## src/rtl/lcd_msg_sequencer.sv

```systemverilog
// -----------------------------------------------------------------------------
// lcd_msg_sequencer
//   Drives an LCD write engine through a four-phase req/finish handshake.
//   A frame consists of the fixed init command list (first frame only), then
//   for each display line a DDRAM address command followed by MSG_LEN
//   characters taken from an internal message buffer. With REFRESH=1 frames
//   repeat until a stop request is seen; otherwise one frame per start.
//
// Ports
//   clk        : system clock, rising edge
//   rst        : asynchronous reset, active high
//   start      : begin a sequence (sampled only while idle)
//   stop       : REFRESH=1 only, finish the current frame then go idle (sticky)
//   msg_we     : message buffer write enable
//   msg_waddr  : buffer write address, index = line*MSG_LEN + col
//   msg_wdata  : character code to store
//   lcd_finish : write-engine acknowledge level
//   lcd_req    : item request to the write engine
//   lcd_rs     : 0 = command byte, 1 = character byte
//   lcd_data   : command/character byte, stable while lcd_req is high
//   busy       : high from start acceptance until sequence end
//   done       : one-cycle pulse at sequence end
//   frame_cnt  : completed frames, wraps at 255
// -----------------------------------------------------------------------------
module lcd_msg_sequencer #(
  parameter int MSG_LEN = 16,
  parameter int LINES   = 2,
  parameter int ADDR_W  = 6,
  parameter int REFRESH = 0
) (
  input  logic              clk,
  input  logic              rst,
  input  logic              start,
  input  logic              stop,
  input  logic              msg_we,
  input  logic [ADDR_W-1:0] msg_waddr,
  input  logic [7:0]        msg_wdata,
  input  logic              lcd_finish,
  output logic              lcd_req,
  output logic              lcd_rs,
  output logic [7:0]        lcd_data,
  output logic              busy,
  output logic              done,
  output logic [7:0]        frame_cnt
);

  localparam int               COL_W      = (MSG_LEN > 1) ? $clog2(MSG_LEN) : 1;
  localparam int               DEPTH      = 1 << ADDR_W;
  localparam logic [COL_W-1:0] LAST_COL   = COL_W'(MSG_LEN - 1);
  localparam logic [1:0]       LAST_LINE  = 2'(LINES - 1);
  localparam bit               REFRESH_EN = (REFRESH != 0);

  // Handshake phase of the current item.
  typedef enum logic [1:0] {S_IDLE, S_REQ, S_WAIT_LO, S_DONE} state_t;
  // Which kind of item is being sent.
  typedef enum logic [1:0] {K_INIT, K_ADDR, K_CHAR} kind_t;

  state_t             state_q, state_d;
  kind_t              kind_q,  kind_d;
  logic [1:0]         init_q,  init_d;
  logic [1:0]         line_q,  line_d;
  logic [COL_W-1:0]   col_q,   col_d;
  logic               stop_q,  stop_d;

  logic               req_d, rs_d, busy_d, done_d;
  logic [7:0]         data_d, frame_cnt_d;

  // Item to be loaded at the next REQ entry.
  kind_t              tgt_kind;
  logic [1:0]         tgt_init;
  logic [1:0]         tgt_line;
  logic [COL_W-1:0]   tgt_col;
  logic               frame_end;
  logic               tgt_rs;
  logic [7:0]         tgt_byte;
  logic [ADDR_W-1:0]  rd_addr;
  logic               load;

  logic [7:0]         msg_mem [DEPTH];

  function automatic logic [7:0] line_base(input logic [1:0] ln);
    case (ln)
      2'd0:    return 8'h00;
      2'd1:    return 8'h40;
      2'd2:    return 8'h14;
      default: return 8'h54;
    endcase
  endfunction

  // NOTE: the buffer has no reset; its contents are meaningless until the host
  // writes it, and keeping it out of reset lets it map onto plain RAM and
  // survive rst.
  always_ff @(posedge clk) begin
    if (msg_we) msg_mem[msg_waddr] <= msg_wdata;
  end

  // Successor of the current item. From idle the first item is init command 0;
  // after the last character of the last line the frame wraps to line 0's
  // address command, so refresh frames skip the init list.
  always_comb begin
    // NOTE: every variable written here gets a default first, so no path
    // leaves one unassigned and no latch is inferred.
    tgt_kind  = kind_q;
    tgt_init  = init_q;
    tgt_line  = line_q;
    tgt_col   = col_q;
    frame_end = 1'b0;
    if (state_q == S_IDLE) begin
      tgt_kind = K_INIT;
      tgt_init = 2'd0;
      tgt_line = 2'd0;
      tgt_col  = '0;
    end else begin
      case (kind_q)
        K_INIT: begin
          if (init_q == 2'd3) begin
            tgt_kind = K_ADDR;
            tgt_line = 2'd0;
          end else begin
            tgt_init = init_q + 2'd1;
          end
        end
        K_ADDR: begin
          tgt_kind = K_CHAR;
          tgt_col  = '0;
        end
        default: begin
          if (col_q != LAST_COL) begin
            tgt_col = col_q + 1'b1;
          end else if (line_q != LAST_LINE) begin
            tgt_kind = K_ADDR;
            tgt_line = line_q + 2'd1;
          end else begin
            frame_end = 1'b1;
            tgt_kind  = K_ADDR;
            tgt_line  = 2'd0;
          end
        end
      endcase
    end
  end

  // Byte for the target item. The buffer is read combinationally and captured
  // at REQ entry, so a write landing on that same edge is not seen until the
  // next time the character is sent.
  always_comb begin
    rd_addr  = ADDR_W'(int'(tgt_line) * MSG_LEN + int'(tgt_col));
    tgt_rs   = 1'b0;
    tgt_byte = 8'h00;
    case (tgt_kind)
      K_INIT: begin
        case (tgt_init)
          2'd0:    tgt_byte = 8'h38;
          2'd1:    tgt_byte = 8'h0C;
          2'd2:    tgt_byte = 8'h06;
          default: tgt_byte = 8'h01;
        endcase
      end
      K_ADDR:  tgt_byte = 8'h80 | line_base(tgt_line);
      default: begin
        tgt_rs   = 1'b1;
        tgt_byte = msg_mem[rd_addr];
      end
    endcase
  end

  // Next-state and output logic.
  always_comb begin
    state_d     = state_q;
    kind_d      = kind_q;
    init_d      = init_q;
    line_d      = line_q;
    col_d       = col_q;
    stop_d      = stop_q;
    req_d       = lcd_req;
    rs_d        = lcd_rs;
    data_d      = lcd_data;
    busy_d      = busy;
    done_d      = 1'b0;
    frame_cnt_d = frame_cnt;
    load        = 1'b0;

    case (state_q)
      S_IDLE: begin
        if (start) begin
          load   = 1'b1;
          busy_d = 1'b1;
        end
      end
      S_REQ: begin
        if (REFRESH_EN && stop) stop_d = 1'b1;
        if (lcd_finish) begin
          req_d   = 1'b0;
          state_d = S_WAIT_LO;
        end
      end
      S_WAIT_LO: begin
        if (REFRESH_EN && stop) stop_d = 1'b1;
        if (!lcd_finish) begin
          if (frame_end) frame_cnt_d = frame_cnt + 8'd1;
          if (frame_end && (!REFRESH_EN || stop_q || stop)) begin
            state_d = S_DONE;
            done_d  = 1'b1;
            busy_d  = 1'b0;
            stop_d  = 1'b0;
          end else begin
            load = 1'b1;
          end
        end
      end
      default: begin
        // Done cycle: start is deliberately not looked at here.
        state_d = S_IDLE;
      end
    endcase

    if (load) begin
      state_d = S_REQ;
      req_d   = 1'b1;
      kind_d  = tgt_kind;
      init_d  = tgt_init;
      line_d  = tgt_line;
      col_d   = tgt_col;
      rs_d    = tgt_rs;
      data_d  = tgt_byte;
    end
  end

  // NOTE: sequential state uses non-blocking assignments so every register
  // samples the pre-edge values regardless of statement order.
  always_ff @(posedge clk or posedge rst) begin
    if (rst) begin
      state_q   <= S_IDLE;
      kind_q    <= K_INIT;
      init_q    <= 2'd0;
      line_q    <= 2'd0;
      col_q     <= '0;
      stop_q    <= 1'b0;
      lcd_req   <= 1'b0;
      lcd_rs    <= 1'b0;
      lcd_data  <= 8'h00;
      busy      <= 1'b0;
      done      <= 1'b0;
      frame_cnt <= 8'h00;
    end else begin
      state_q   <= state_d;
      kind_q    <= kind_d;
      init_q    <= init_d;
      line_q    <= line_d;
      col_q     <= col_d;
      stop_q    <= stop_d;
      lcd_req   <= req_d;
      lcd_rs    <= rs_d;
      lcd_data  <= data_d;
      busy      <= busy_d;
      done      <= done_d;
      frame_cnt <= frame_cnt_d;
    end
  end

endmodule

```

## config.mk

```make
export PLATFORM = sky130hd
export DESIGN_NAME = lcd_msg_sequencer
export DESIGN_NICKNAME = d
export VERILOG_FILES = /design/src/rtl/lcd_msg_sequencer.sv
export SDC_FILE = /design/constraint.sdc
export NUM_CORES = 1
export LEC_CHECK = 0
export CAP_MARGIN = 20
export CELL_PAD_IN_SITES_DETAIL_PLACEMENT = 1
export CELL_PAD_IN_SITES_GLOBAL_PLACEMENT = 2
export CORE_MARGIN = 2
export CORE_UTILIZATION = 42
export DETAILED_ROUTE_END_ITERATION = 16
export HOLD_SLACK_MARGIN = 0.08
export PLACE_DENSITY = 0.8
export RECOVER_POWER = 50
export SYNTH_ARGS = -nofsm -noshare
export SYNTH_HDL_FRONTEND = slang
export SYNTH_SLANG_ARGS = --single-unit
```

## constraint.sdc

```tcl
create_clock -name clk -period 2.8 [get_ports clk]
set_input_delay 0.84 -clock clk [delete_from_list [all_inputs] [get_ports clk]]
set_output_delay 0.84 -clock clk [all_outputs]
set_load 0.005 [all_outputs]
```

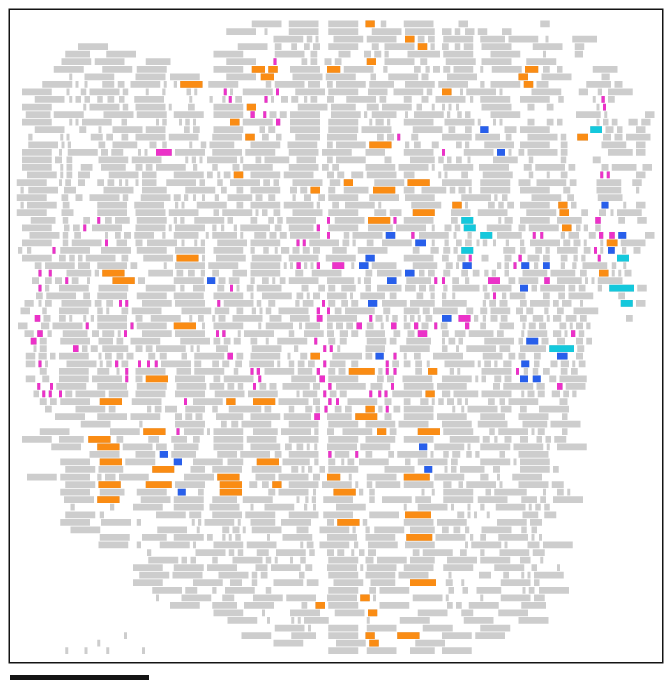
(images/gates.png)
Bar = 50 µm.
family	colour	cells
fa/ha/maj cells	cyan	9
nor cells	magenta	118
mux cells	orange	73
non-inverting ao/oa cells	blue	29

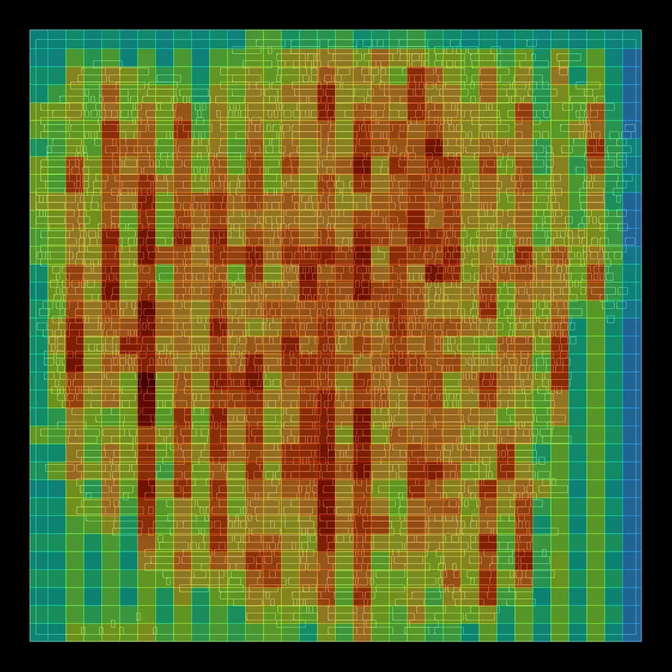
(images/congestion_map.png)
Top Usage Layer GRT: met2
Total Routing Usage GR: 25.15%
M3 GR Usage: 4.652%
drt wl/cell: 27.50 µm

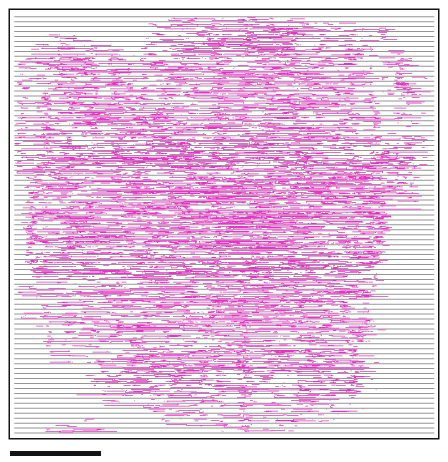
(images/m1.png)
Bar = 50 µm. Supply wires on this layer in grey.
nets with wire on the layer	1776
longest straight run	96.6 µm
share of all routed wire	40%

==> results.yml <==
# synthesis and place-and-route metrics
pwr:
  power_leader: "sequential cells"
  switchingPower_mw: 7.411
  cell_internal_pwr_mw: 17.08
  power_density_nw_per_um2: 859.3
  combPwrFrac_pct: 31.4
  powerComb_mw: 7.69
  switching_share_pct: 30.26
  clkPwrFrac_pct: 31.1
  powerSeq_mw: 9.19
  power_frac_seq_pct: 37.5
  clk-power_mw: 7.61
  ir_drop_mv: 0.5780
logic_synthesis:
  top_area_cell: "edfxtp_1"
  async_flop_share_pct: 5.882
  ys_chip_area_um2: 22390
  fp_nets: 1540
  top_cells_by_count: "edfxtp_1, nand2_1, a211oi_1, nor2_1, and3_1"
  ys_types: 63
  avgSynthCellArea_um2: 14.82
  ys_seq_share_pct: 72.25
  synth_dominant_cell_count: "edfxtp_1"
  synth-cells-yosys: 1511
  syn_inst: 1511
  netlist_area_um2: 22390
  ys_ff: 544
sta:
  worst_hold_slack_ns: 0.4785
  min_period_ns: 3.177
  slew_violations: 97
  rsz0062_at_grt: "yes"
  setup_viol: 8
  clock.fmax_mhz: 314.8
  skew_ns: 0.03524
  setup_slack_ns: -0.3766
  worstMarginPinSlew_ns: 1.899
  relSlewSlack_pct: -26.60
  final_hold_viol_count: 0
final_layout:
  design_area_um2: 28500
  reg.largest.list: "msg_mem (512), frame_cnt (8), lcd_data (8)"
  drive_gt1_share_pct: 28.62
  lay_top_cells: "edfxtp_1, buf_4, nand2_1, nor2_1, and3_1"
  area_growth_pct: 27.31
  final_nets: 1868
  antenna_cells: 0
  lay_top_count: "edfxtp_1"
floorplanning:
  num_io_pins: 40
  chipHeight_um: 234.9
  die-area_um2: 55170
  fp-row-count: 84
  fp-utilization_pct: 42.52
  core_um2: 52660
  die_x_um: 234.9
cts:
  cts-hold-fix-buffers: 0
  cts.sinks: 544
  clk_latency_ns: 0.63
  h-tree-depth: 2
  cts_made_buffers: 58
  cts_buffer_depth: 3
  clk_pin_slew_ns: 0.06
  cts_root_buf: "clkbuf_16"
  cts_tree: "done"
critical_path:
  reg2reg_depth: 13
  cp-end-kind: "flip-flop"
  r2r_slack_ns: -0.38
  cpMaxStageDelayCell: "a2111o_2"
  critPathLaunchType: "flip-flop"
  crit_type: "reg -> reg"
  r2r_end: "lcd_data[3]"
  crit_chain: "ha_4 > nand3_2 > buf_6 > a2111o_2 > buf_12 > nand2_8 > buf_16 > buf_4 > mux4_1 > a22o_1 > nand2_1 > nand4_1 > a221o_1"
  r2r-start: "col_q[1]"
  cp.required_ns: 3.31
  slowest_delay_ns: 0.43
  crit_path_max_fanout: 12
routing:
  wl_met1_um: 28530
  firstDrtPassIters: 5
  drt-total-wl_um: 70810
  topRoutingLayerUsed: "met4"
  antenna_left: 0
  initialDrtViolationCount: 1360
  num_vias: 15195
  viasPerCell: 5.901
  route.met3.wl_um: 4794
  drc_errors: 0
min_path:
  whs_path_depth: 1
  min_from: "frame_cnt[7]"
  min_to: "frame_cnt[7]"
  hold_path.class: "reg -> reg"
grt:
  grt_pass1_wl_um: 103800
  antenna_found_initial: 0
  overflow: 0
  met2_usage_pct: 42.90
  grt_util_met1_pct: 32.45
  grt_max_degree: 65
placement:
  gp_congestion: 0.8422
  io_buffer_count: 38
  dp_hpwl_um: 44600
  dp_slack_ns: -0.6617
  placed_area_um2: 25530
flow_run:
  cap_violations: 2
  warning_count: 35
outcome:
  status: "finished with violations"
  failed_checks: "max-capacitance violations, max-slew violations, negative setup slack"
kinds of logic (layout without fill, tap and decap cells):
group / after synthesis / count (layout) / synth area share, %
AND/OR/NAND/NOR: 503 / 504 / 10.45
buffers and inverters: 107 / 481 / 2.319
multiplexers: 73 / 73 / 5.214
adder cells (fa/ha/maj): 9 / 9 / 0.5030
AND-OR/OR-AND: 267 / 268 / 8.953
XOR/XNOR: 8 / 8 / 0.3130
flip-flops: 544 / 544 / 72.25
worst max-delay path: cells and delay by family, from the launching register on:
kind,cells,cell delay (ns)
AOI/OAI and AO/OA,3,1.04
buffers and inverters,4,0.61
and+or+nand+nor,4,0.52
DFF,1,0.40
muxes,1,0.32
adders and majority gates,1,0.16
final cells by class:
class                   instances  area [µm²]
clock buffers                  69        1514
multi-input cells             862        6292
flip-flops and latches        544       16180
clock inverters                39       354.1
fillers                      5007       24150
inverters                      12       45.04
repair buffers                361        3259
well taps                     688       860.8
metrics by stage:
step           utilization (%)  std cells   TNS, ns  total power [mW]
2_1_floorplan                -       1511  -0.01397             12.47
3_3_place_gp             48.48       2419    -3.841             15.01
3_5_place_dp             48.48       2419    -4.248             15.20
4_1_cts                  53.55       2558    -2.874             23.97
5_1_grt                  54.13       2575    -3.407             25.31
6_report                 54.13       2575    -2.747             24.49
how the worst max path moves through the flow:
stage,from,endpoint,slack [ns],depth (start not counted)
after global placement,col_q[0],lcd_data[6],-0.65,12
after detailed placement,col_q[1],lcd_data[6],-0.66,13
after CTS,col_q[1],lcd_data[4],-0.39,14
after floorplan,col_q[0],lcd_data[0],-0.01,11
after global routing,col_q[1],lcd_data[3],-0.43,12
final,col_q[1],lcd_data[3],-0.38,13
timing repair:
item / in CTS / in global routing
buffers inserted: 23 / 23
pin swaps: 40 / 47
resized: 90 / 60
setup endpoints to repair: 8 / 8
gates cloned: 8 / 1
Power and IR drop assume default switching activity.
